Figure 1. Routing congestion.
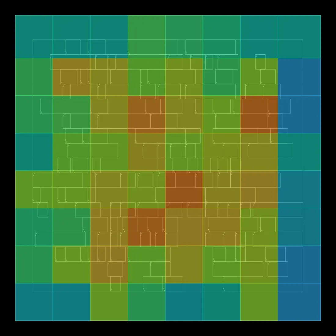
Figure 2. Placement by cell class.
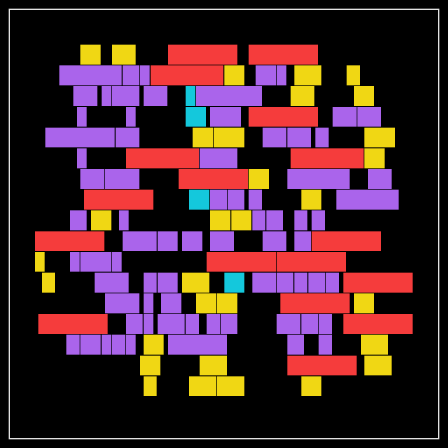
Figure 3. PDN straps and rails.
Scale bar: 20 µm. Pins as bars on the die edge.
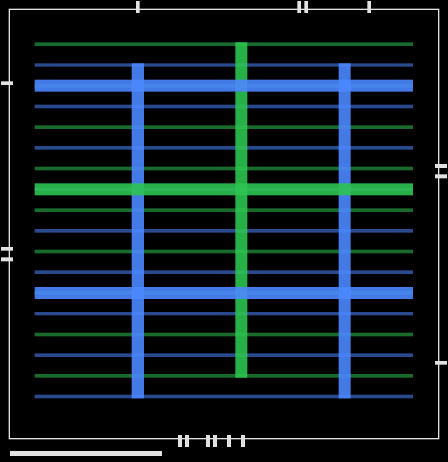
Figure 4. Nets reached from selected ports.
Scale bar: 20 µm.
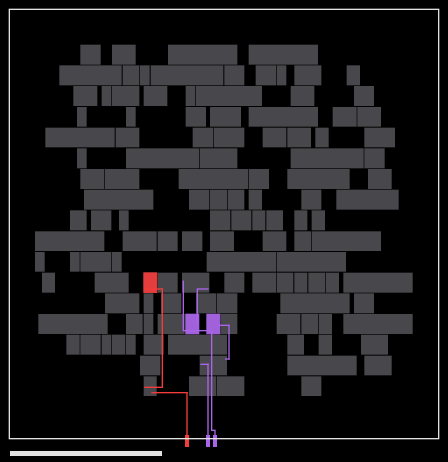
Design mux_arb_fifo, sky130hd; sources not shown.
==> results.sh <==
# physical design summary
export IMPL_largest_register_ffs=8
export IMPL_synthArstFlopShare_pct=100
export IMPL_aoi_share_pct=15.9
export IMPL_fin_ws_ns=-0.0698
export IMPL_worstSkewPairLatency_ns=0.29
export IMPL_edf_count=0
export IMPL_synth_seq_share_pct=42.2
export IMPL_rsz0062_at_grt="yes"
export IMPL_first_iter_violations=17
export IMPL_ys_sh_simple_pct=16.5
export IMPL_buf_share_pct=18.6
export IMPL_grt_ovfl_total=0
export IMPL_num_nonclk_buffers=31
export IMPL_crit_fanout=6
export IMPL_power_top_group="combinational cells"
export IMPL_pwr_share_seq_pct=33.5
export IMPL_first_global_vias=751
export IMPL_comb_area_um2=567
export IMPL_taps=28
export IMPL_yosysWarnings=0
export IMPL_drive_gt1_share_pct=37.6
export IMPL_cp_top_family="simple AND/OR/NAND/NOR gates"
export IMPL_status="complete, but fails checks"
export IMPL_cp_start_kind="register"
export IMPL_achievable_frequency_mhz=461
export IMPL_logic_gate_count=65
export IMPL_top_area_cell="dfrtp_1"
export IMPL_setup_violations=3
export IMPL_violations="negative setup slack"
export IMPL_cts_tree="built"
export IMPL_die_area_um2=3160
export IMPL_inverters=8
export IMPL_pwr_density_cell_nw_per_um2=1450
export IMPL_crit_type="register to register"
export IMPL_netSwitchingPower_w=0.000726
export IMPL_cp_depth=7
export IMPL_totalPowerFinal_w=0.00194
export IMPL_top_area_share_pct=42.2
export IMPL_comb_power_share_pct=57.5
export IMPL_drt_met1_wl_um=1070
export IMPL_antenna_found_initial=0
export IMPL_hold_buffers=1
export IMPL_fp_nets=109
export IMPL_ys_chip_area_um2=1010
Back to the opening pictures, Figure 1:
most used routing layer: met1
GR Layer Usage met3: 3.25%
WL/cell: 13.9 µm
GRT Util Overall: 14.9%

Back to the opening pictures, Figure 2:
legend:
  cyan:
    class: clock drivers and dummy loads
    cells: 4
    share_of_their_area: 2.0%
  yellow:
    class: other buffers and delay cells
    cells: 31
    share_of_their_area: 19%
  purple:
    class: all other logic
    cells: 73
    share_of_their_area: 46%
  red:
    class: flops
    cells: 17
    share_of_their_area: 33%
fin util: 58.2%
Finished Cell Area: 1340 µm²
core area: 2300 µm²
FP Rows: 17
fraction of standard cell area that is sequential: 32.1%

Back to the opening pictures, Figure 3:
legend:
  blue:
    net: VSS
  green:
    net: VDD
met5 straps: 3
rows: 17
met4 straps: 3
die extent in y: 56.2 µm
die width: 56.2 µm
peak supply drop: 0.000892 V

Back to the opening pictures, Figure 4:
legend:
  purple:
    port: data_in1
    direction: input
    edge: bottom
    end_cells: 2
    buffers: 2
    wire: 47.0 µm
  red:
    port: ready_in0
    direction: output
    edge: bottom
    end_cells: 1
    buffers: 1
    wire: 27.7 µm
# IOs: 16
I/O Buffers: 13

